`config.mk`:
```
export PLATFORM = sky130hd
export DESIGN_NAME = instruction_loader
export DESIGN_NICKNAME = d
export VERILOG_FILES = /design/src/rtl/instruction_loader.sv
export SDC_FILE = /design/constraint.sdc
export NUM_CORES = 1
export LEC_CHECK = 0
export ABC_AREA = 1
export CAP_MARGIN = 20
export CORE_ASPECT_RATIO = 1.4
export CORE_MARGIN = 2
export CORE_UTILIZATION = 48
export CTS_BUF_LIST = sky130_fd_sc_hd__clkbuf_2 sky130_fd_sc_hd__clkbuf_4 sky130_fd_sc_hd__clkbuf_8
export DETAILED_ROUTE_END_ITERATION = 8
export PLACE_DENSITY = 0.71
export SYNTH_ARGS = -nofsm -noshare
export SYNTH_HDL_FRONTEND = slang
export SYNTH_SLANG_ARGS = --single-unit
```
`constraint.sdc`:
```
create_clock -name i_clk -period 3.6 [get_ports i_clk]
set_clock_uncertainty 0.2 [all_clocks]
set_input_delay 0.72 -clock i_clk [delete_from_list [all_inputs] [get_ports i_clk]]
set_output_delay 0.72 -clock i_clk [all_outputs]
set_load 0.01 [all_outputs]
```
`src/rtl/instruction_loader.sv`:
```
// instruction_loader: gathers bytes from the debug UART into 32-bit words and
// hands each finished word to the program memory's debug write port as a
// one-cycle strobe. A load begins on a command from the debug unit and ends on
// the HALT word or when memory runs out of space.
module instruction_loader #(
  parameter int                            SIZE_REGISTER_INST = 32,
  parameter int                            SIZE_MEMORY        = 10,
  parameter int                            SIZE_BYTE          = 8,
  parameter logic [SIZE_REGISTER_INST-1:0] HALT_INST          = 32'hFFFF_FFFF
) (
  input  logic                          i_clk,
  input  logic                          i_reset,
  input  logic                          i_load_start,
  input  logic [SIZE_BYTE-1:0]          i_rx_data,
  input  logic                          i_rx_done,
  output logic [SIZE_REGISTER_INST-1:0] o_instruction,
  output logic                          o_write_en,
  output logic [SIZE_MEMORY:0]          o_inst_count,
  output logic                          o_busy,
  output logic                          o_load_done,
  output logic                          o_mem_full
);

  localparam int W = SIZE_REGISTER_INST;
  localparam int B = SIZE_BYTE;

  // Count value just before the last free slot is used; writing at this count
  // fills memory.
  localparam logic [SIZE_MEMORY:0] LAST_SLOT = {1'b0, {SIZE_MEMORY{1'b1}}};

  typedef enum logic [1:0] {IDLE, RECEIVE, WRITE, DONE} state_t;

  state_t        state;
  logic [1:0]    byte_idx;
  logic [W-1:0]  asm_reg;

  // Loader FSM. All outputs are registered here, so nothing is combinational
  // from inputs to outputs. The finished word is copied into o_instruction on
  // entry to WRITE, so bytes of the next word arriving during WRITE cannot
  // disturb the word being written.
  always_ff @(posedge i_clk or negedge i_reset) begin
    if (!i_reset) begin
      state         <= IDLE;
      byte_idx      <= 2'd0;
      asm_reg       <= '0;
      o_instruction <= '0;
      o_write_en    <= 1'b0;
      o_inst_count  <= '0;
      o_busy        <= 1'b0;
      o_load_done   <= 1'b0;
      o_mem_full    <= 1'b0;
    end else begin
      case (state)
        IDLE: begin
          if (i_load_start) begin
            state    <= RECEIVE;
            byte_idx <= 2'd0;
            o_busy   <= 1'b1;
          end
        end

        RECEIVE: begin
          if (i_rx_done) begin
            // Big-endian: first byte lands in the top lane.
            case (byte_idx)
              2'd0: asm_reg[4*B-1 -: B] <= i_rx_data;
              2'd1: asm_reg[3*B-1 -: B] <= i_rx_data;
              2'd2: asm_reg[2*B-1 -: B] <= i_rx_data;
              default: asm_reg[B-1 -: B] <= i_rx_data;
            endcase
            byte_idx <= byte_idx + 2'd1;
            if (byte_idx == 2'd3) begin
              o_instruction <= {asm_reg[W-1:B], i_rx_data};
              o_write_en    <= 1'b1;
              state         <= WRITE;
            end
          end
        end

        WRITE: begin
          o_write_en   <= 1'b0;
          o_inst_count <= o_inst_count + 1'b1;
          if (o_instruction == HALT_INST) begin
            state       <= DONE;
            o_busy      <= 1'b0;
            o_load_done <= 1'b1;
          end else if (o_inst_count == LAST_SLOT) begin
            state       <= DONE;
            o_busy      <= 1'b0;
            o_load_done <= 1'b1;
            o_mem_full  <= 1'b1;
          end else begin
            state <= RECEIVE;
            // A byte arriving in the strobe cycle starts the next word.
            if (i_rx_done) begin
              asm_reg[4*B-1 -: B] <= i_rx_data;
              byte_idx            <= 2'd1;
            end
          end
        end

        DONE: begin
          // Terminal until reset; the memory's write pointer also needs reset.
        end

        default: state <= IDLE;
      endcase
    end
  end

endmodule

```
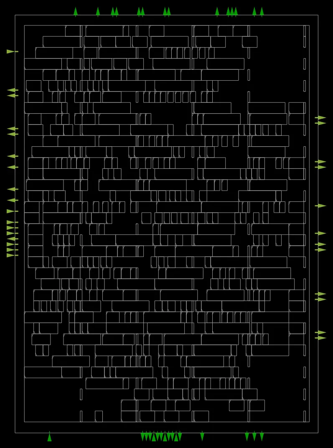
run_1/final_placement.png
# fillers: 630
flop count: 75
row count: 36
final cell count without fillers: 546
Core ar.: 0.006892 mm2

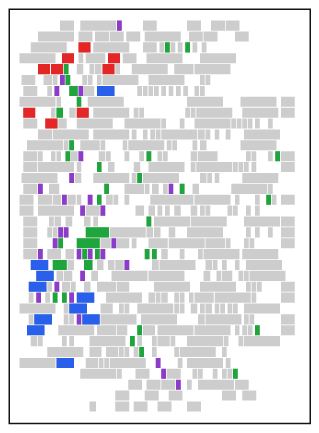
run_1/gate_families.png
(4 px per um)
XOR/XNOR gates: drawn in red, cells 9, where upper left. inverters: drawn in purple, cells 29. adder and majority cells: drawn in blue, cells 10. NOR gates: drawn in green, cells 34.

==> out/qor.txt, run 1 <==
Setup violations, final: 0
Logic area: 0.001305 mm2
Seq pwr share: 46.4%
Status: finished, final reports clean
RSZ-0062 raised after global routing: no
Post-synth top area share: 55.64%
Placed cell areas: 0.004008 mm2
Sequential area share after synthesis: 55.64%
Placed cells: 532
Tapcell Cnt: 95
Switching power: 833.1 uW
Clk tree area frac: 4.417%
Mapped Cells: 386
Period minus WS final: 2.414 ns
Bufs w/o clock: 61
Internal power: 1.698 mW
Syn Area/Cell: 8.739 um2
RR Startpoint: state[0]
Fraction of layout cells with a size suffix above 1: 7.982%
Die height: 103.2 um
Hold Buf Count CTS: 0
Max reg flops: 32
Largest net degree at the start of global routing: 41
Post_cts resized: 0
Crit end category: flip-flop
Buffering overhead: 14.26%
HP Class: input pin to asynchronous set/reset pin
Flop area: 0.001877 mm2
Synthesis-stage register bit count: 75
Fp util: 48.95%
Initial DRT Pass Iterations: 4
Arr. time, crit path: 2.42 ns
Critical path type: input pin to flip-flop
Top cells by area: dfrtp_1, nand2_1, ha_1
CTS Buffer Depth: 2
Setup TNS: 0 ns
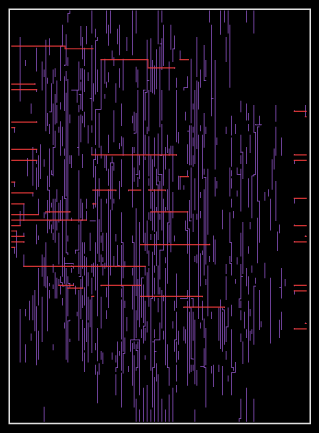
run_1/metal_stack.png
(4 px per um) Two of the layers only.
met3: drawn in red, wire length 289 um. met2: drawn in purple, wire length 3,620 um.
GRT Util Overall: 20.79%
vias: 2,681
total wire length: 7049 um

## run 1: cell usage after synthesis (all sizes together)
cell and n:
nand2 165, o21bai 1, ha 10, nand4 6
a21oi 1, nand3 17, nor2 29, o22ai 1
clkbuf 3, nor3 4, nor4 1, buf 7
xor2 6, xnor2 3, o21ai 28, dfrtp 75
inv 29
## run 1: power by group through the flow
stage / Clock (mW) / Combinational [mW] / Sequential (mW)
final: 0.624 / 0.731 / 1.18
after global routing: 0.671 / 0.838 / 1.20
after CTS: 0.633 / 0.736 / 1.18
after detailed placement: 0 / 0.731 / 1.19
after global placement: 0 / 0.713 / 1.18
after floorplan: 0 / 0.406 / 1.20
## run 1: worst max-delay path, cell delays in order
cell and delay [ns]:
clkdlybuf4s50_1 0.59, inv_2 0.07, nor3_4 0.16, buf_4 0.29, inv_2 0.34, nand2_1 0.17
o21ai_2 0.06
## run 1: layer usage
metal	global-route usage [%]	vias up
met5	0	-
met4	7.967	0
met3	5.329	11
met2	34.41	58
met1	26.03	1290
li1	-	1322
## run 1: per-stage QoR
step                      hold WS, ns  total power, mW  setup slack [ns]  util, %
after global routing           0.3055            2.709             1.004    60.84
after CTS                      0.2828            2.546             1.199    60.84
final                          0.2818            2.531             1.186    60.84
after global placement         0.2535            1.897            0.8794    58.15
after detailed placement       0.2638            1.921            0.8359    58.15
after floorplan                0.2244            1.605             1.834        -
## run 1: cells by family after synthesis
| logic type | synth area share, % |
|---|---|
| DFF | 55.64 |
| AOI/OAI and AO/OA | 5.601 |
| adders and majority gates | 3.709 |
| buffers and inverters | 5.675 |
| and+or+nand+nor | 27.04 |
| xor gates and xnor gates | 2.337 |
run_1/wire_density.png
(3 px per um) The die is cut into 15 by 21 equal tiles; dark purple is low, yellow is high, scaled to the fullest tile. Values are wire area over tile area, all layers added.
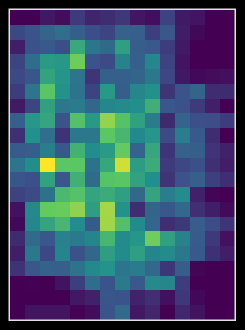

--- run 2 (diff from run 1) ---
- clock period: 3.6 -> 2.26 ns (I/O delays scaled with it)
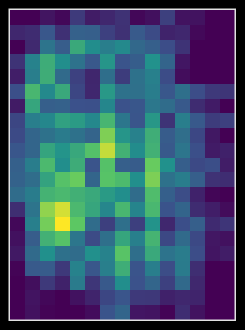
run_2/wire_density.png
(3 px per um) The die is cut into 15 by 21 equal tiles; dark purple is low, yellow is high, scaled to the fullest tile. Values are wire area over tile area, all layers added.
The emptiest ninth of the die: upper right. 18% of the tiles are over half the peak. The densest ninth of the die: centre.

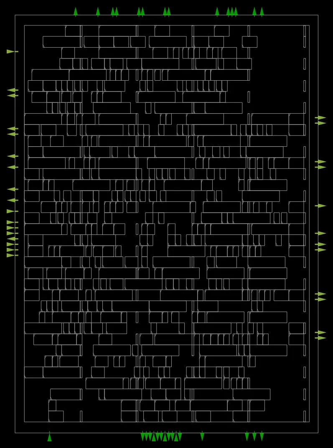
run_2/final_placement.png
# fillers: 617
Tapcell Cnt: 95

==> run 2 against run 1 <==
  * Via count rose by 0.34%
  * Worst setup slack got worse by 0.93 ns
  * Sequential share of layout area fell by 0.27 points
  * Worst hold slack got worse by 0.010 ns
  * Critical path type is now flip-flop to output port
  * Critical endpoint is now o_inst_count[8]
  * Highest routed layer unchanged
==> out/qor.txt, run 2 <==
Synthesis-stage register bit count: 75 (unchanged)
Largest family of logic cells by area: simple AND/OR/NAND/NOR gates
Flop count: 75 (unchanged)
Adder Share, Synth: 3.709% (unchanged)
HP Class: flip-flop to flip-flop
Status: finished, final reports clean
Syn Area/Cell: 8.739 um2 (unchanged)
Sequential area share after synthesis: 55.64% (unchanged)
Worst path bufs/invs: 1 (-3)
Final cell count without fillers: 550 (+0.73%)
Arr. time, crit path: 1.35 ns (-1.07 ns)
Logic area: 0.001305 mm2 (unchanged)
Core ar.: 0.006892 mm2 (unchanged)
Fp util: 48.95% (unchanged)
Placed cells: 534 (+0.38%)
XORs/XNORs by Area: 2.337% (unchanged)
Initial DRT Pass Iterations: 4 (unchanged)
Mux frac, synth: 0% (unchanged)
Top cell family by delay on the critical path: buffers and inverters
Flop area: 0.001877 mm2 (unchanged)
Slowest cell delay on critical path: 0.57 ns (-0.02 ns)
Placed cell areas: 0.004035 mm2 (+0.69%)
GRT Util Overall: 20.19% (-0.60 points)
RR Startpoint: state[0]
RSZ-0062 raised after global routing: no
Setup TNS: 0 ns (unchanged)
Final Core Density: 61.20% (+0.36 points)
Setup violations, final: 0 (unchanged)
Critical-path top delay cell: clkdlybuf4s50_1
Post-synth ARST share: 100.0% (unchanged)
Critical path type: flip-flop to output port
Synth top cells by count: nand2_1, dfrtp_1, nor2_1
CTS Buffer Depth: 2 (unchanged)
Bufs w/o clock: 64 (+4.9%)
Top cells by area: dfrtp_1, nand2_1, ha_1
AO/OA Area Share: 5.601% (unchanged)
Max reg flops: 32 (unchanged)
Vias: 2,690 (+0.34%)
Mapped Cells: 386 (unchanged)
Post-synth top area share: 55.64% (unchanged)
-- run 2: worst paths after layout --
path                                endpoint  slack (ns)  cells past startpoint
max                          o_inst_count[8]        0.25                      1
min                              o_load_done        0.27                      2
max reg2reg                 o_inst_count[10]        0.27                      7
min reg2reg                      o_load_done        0.27                      2
max in group asynchronous  o_instruction[12]        1.09                      3
min in group asynchronous           state[0]        0.45                      3
-- run 2: metal layers --
metal	wire length [um]	track usage (%)	part of all wire [%]
met5	0	0	0
met4	171	7.967	2.5
met3	358	3.973	5.1
met2	3506	33.54	50
met1	2935	25.82	42
-- run 2: cell families (layout without fill, tap and decap cells) --
| logic type | after synthesis | in the layout |
|---|---|---|
| flip-flops | 75 | 75 |
| adder cells (fa/ha/maj) | 10 | 10 |
| AND-OR/OR-AND | 31 | 31 |
| buffers and inverters | 39 | 108 |
| XOR/XNOR | 9 | 9 |
| AND/OR/NAND/NOR | 222 | 222 |
-- run 2: per-stage QoR --
stage,total power [mW],setup WS [ns]
after floorplan,2.556,0.4942
after global placement,3.056,0.09582
after detailed placement,3.091,0.04972
after CTS,4.009,0.2552
after global routing,4.268,0.1158
final,3.974,0.2532
-- run 2: worst register-to-register path: cells and delay by family (launching register included) --
family / cells / cell delay [ns]
and+or+nand+nor: 4 / 0.84
DFF: 1 / 0.43
adders and majority gates: 1 / 0.19
buffers and inverters: 2 / 0.20
-- run 2: report_power, final --
group	internal (mW)	switching, mW	total (mW)
combinational	0.545	0.648	1.19
sequential	1.65	0.219	1.87
clock	0.458	0.457	0.915
-- run 2: repair_timing --
item	4_1_cts	5_1_grt
endpoints found under the hold margin	75	0
gates resized	0	0
hold buffers	1	0
run_2/gate_families.png
(4 px per um)
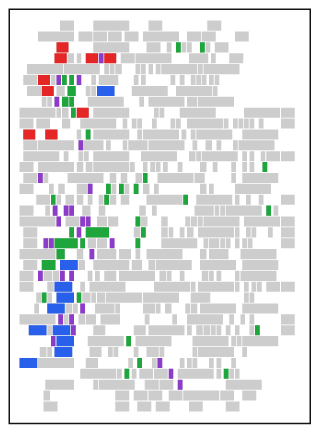

--- run 3 (diff from run 2) ---
- CORE_UTILIZATION: 48 -> 45
- PLACE_DENSITY: 0.71 -> 0.67
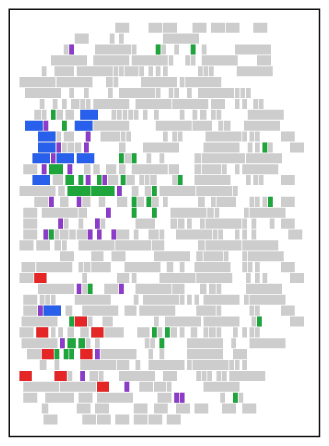
run_3/gate_families.png
(4 px per um)
NOR gates: drawn in green, cells 34. XOR/XNOR gates: drawn in red, cells 9, where lower left. inverters: drawn in purple, cells 29. adder and majority cells: drawn in blue, cells 10.

==> run 3 against run 2 <==
  * Routed wire length up 1.5%
  * Clock power up about 10%
  * Via count up 0.15%
  * Die size up 6.4%
  * Worst setup slack better by 0.017 ns
  * Final cell count up 0.73%
  * Sequential cell count unchanged
  * Global-route usage down 0.97 points
  * Utilization down 3.0 points
  * Sequential power about the same
  * Largest power group unchanged
==> out/qor.txt, run 3 <==
Largest family of logic cells by area: simple AND/OR/NAND/NOR gates
Sequential area share after synthesis: 55.64% (unchanged)
Fp util: 46.12% (-2.8 points)
Setup TNS: 0 ns (unchanged)
Design Power: 4.096 mW (+3.1%)
Reg2reg setup slack: 0.30 ns (+0.03 ns)
Setup violations, final: 0 (unchanged)
Slowest cell delay on critical path: 0.56 ns (about the same)
Post-synth ARST share: 100.0% (unchanged)
Status: finished, final reports clean
RSZ-0062 raised after global routing: no
Mux frac, synth: 0% (unchanged)
# fillers: 707 (+15%)
Flop area: 0.001877 mm2 (unchanged)
Arr. time, crit path: 1.34 ns (about the same)
GRT Util Overall: 19.23% (-0.97 points)
Hold EP: o_load_done
Top cell family by delay on the critical path: buffers and inverters
Core ar.: 0.007315 mm2 (+6.1%)
Max reg flops: 32 (unchanged)
Worst path bufs/invs: 1 (unchanged)
Placed cells: 538 (+0.75%)
Synth top cells by count: nand2_1, dfrtp_1, nor2_1
Adder Share, Synth: 3.709% (unchanged)
Syn Area/Cell: 8.739 um2 (unchanged)
Vias: 2,694 (+0.15%)
Mapped Cells: 386 (unchanged)
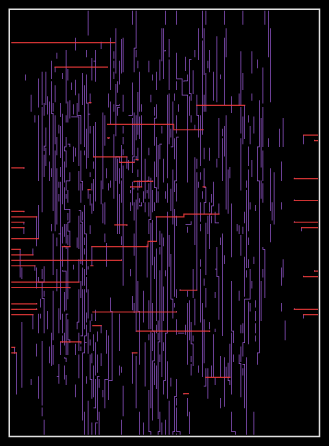
run_3/metal_stack.png
(4 px per um) Two of the layers only.
met3: drawn in red, wire length 349 um. met2: drawn in purple, wire length 3,610 um.

==> run 3: report_power, final <==
group	leakage (nW)	internal, mW	switching, mW	total [mW]
logic	1.03	0.549	0.642	1.19
clock network	0.0988	0.546	0.483	1.03
registers	1.01	1.65	0.228	1.88
total	2.13	2.74	1.35	4.10
==> run 3: area by class of cell <==
type	instances	area share (%)
clock buffer	11	3.408
clock inverter	4	1.204
inverter	29	2.556
multi-input combinational	272	30.64
sequential	75	44.07
tap	97	2.850
timing repair buffer	66	15.28
==> run 3: layer usage <==
metal | up-vias | track usage [%] | share of wire (%)
li1 | 1343 | - | -
met1 | 1268 | 22.80 | 41
met2 | 66 | 32.11 | 51
met3 | 17 | 4.924 | 4.9
met4 | 0 | 9.821 | 2.7
met5 | - | 0 | 0
==> run 3: metrics by stage <==
step	worst slack [ns]	cell area, um2
4_1_cts	0.2343	4259
3_5_place_dp	0.04456	4053
5_1_grt	0.04471	4259
6_report	0.2701	4259
2_1_floorplan	0.4942	3373
3_3_place_gp	0.07638	4053
==> run 3: worst max path at each step <==
| stage | to | startpoint |
|---|---|---|
| global placement | o_instruction[3] | i_rx_done |
| floorplan | asm_reg[24] | state[0] |
| detailed placement | o_instruction[3] | i_rx_done |
| finish | o_inst_count[8] | o_inst_count[8] |
| CTS | o_inst_count[8] | o_inst_count[8] |
| global route | o_instruction[3] | state[1] |
==> run 3: timing repair <==
item / in CTS / in global routing
endpoints found under the setup margin: 0 / 0
endpoints found under the hold margin: 14 / 0
hold buffers: 1 / 0
gates resized: 0 / 0
==> run 3: cell families after synthesis <==
logic type,count (synthesis)
flops,75
fa+ha+maj,10
xor+xnor,9
compound gates,31
buf+inv,39
simple gates,222
No activity file was given, so power comes from the tool's default toggle rates.
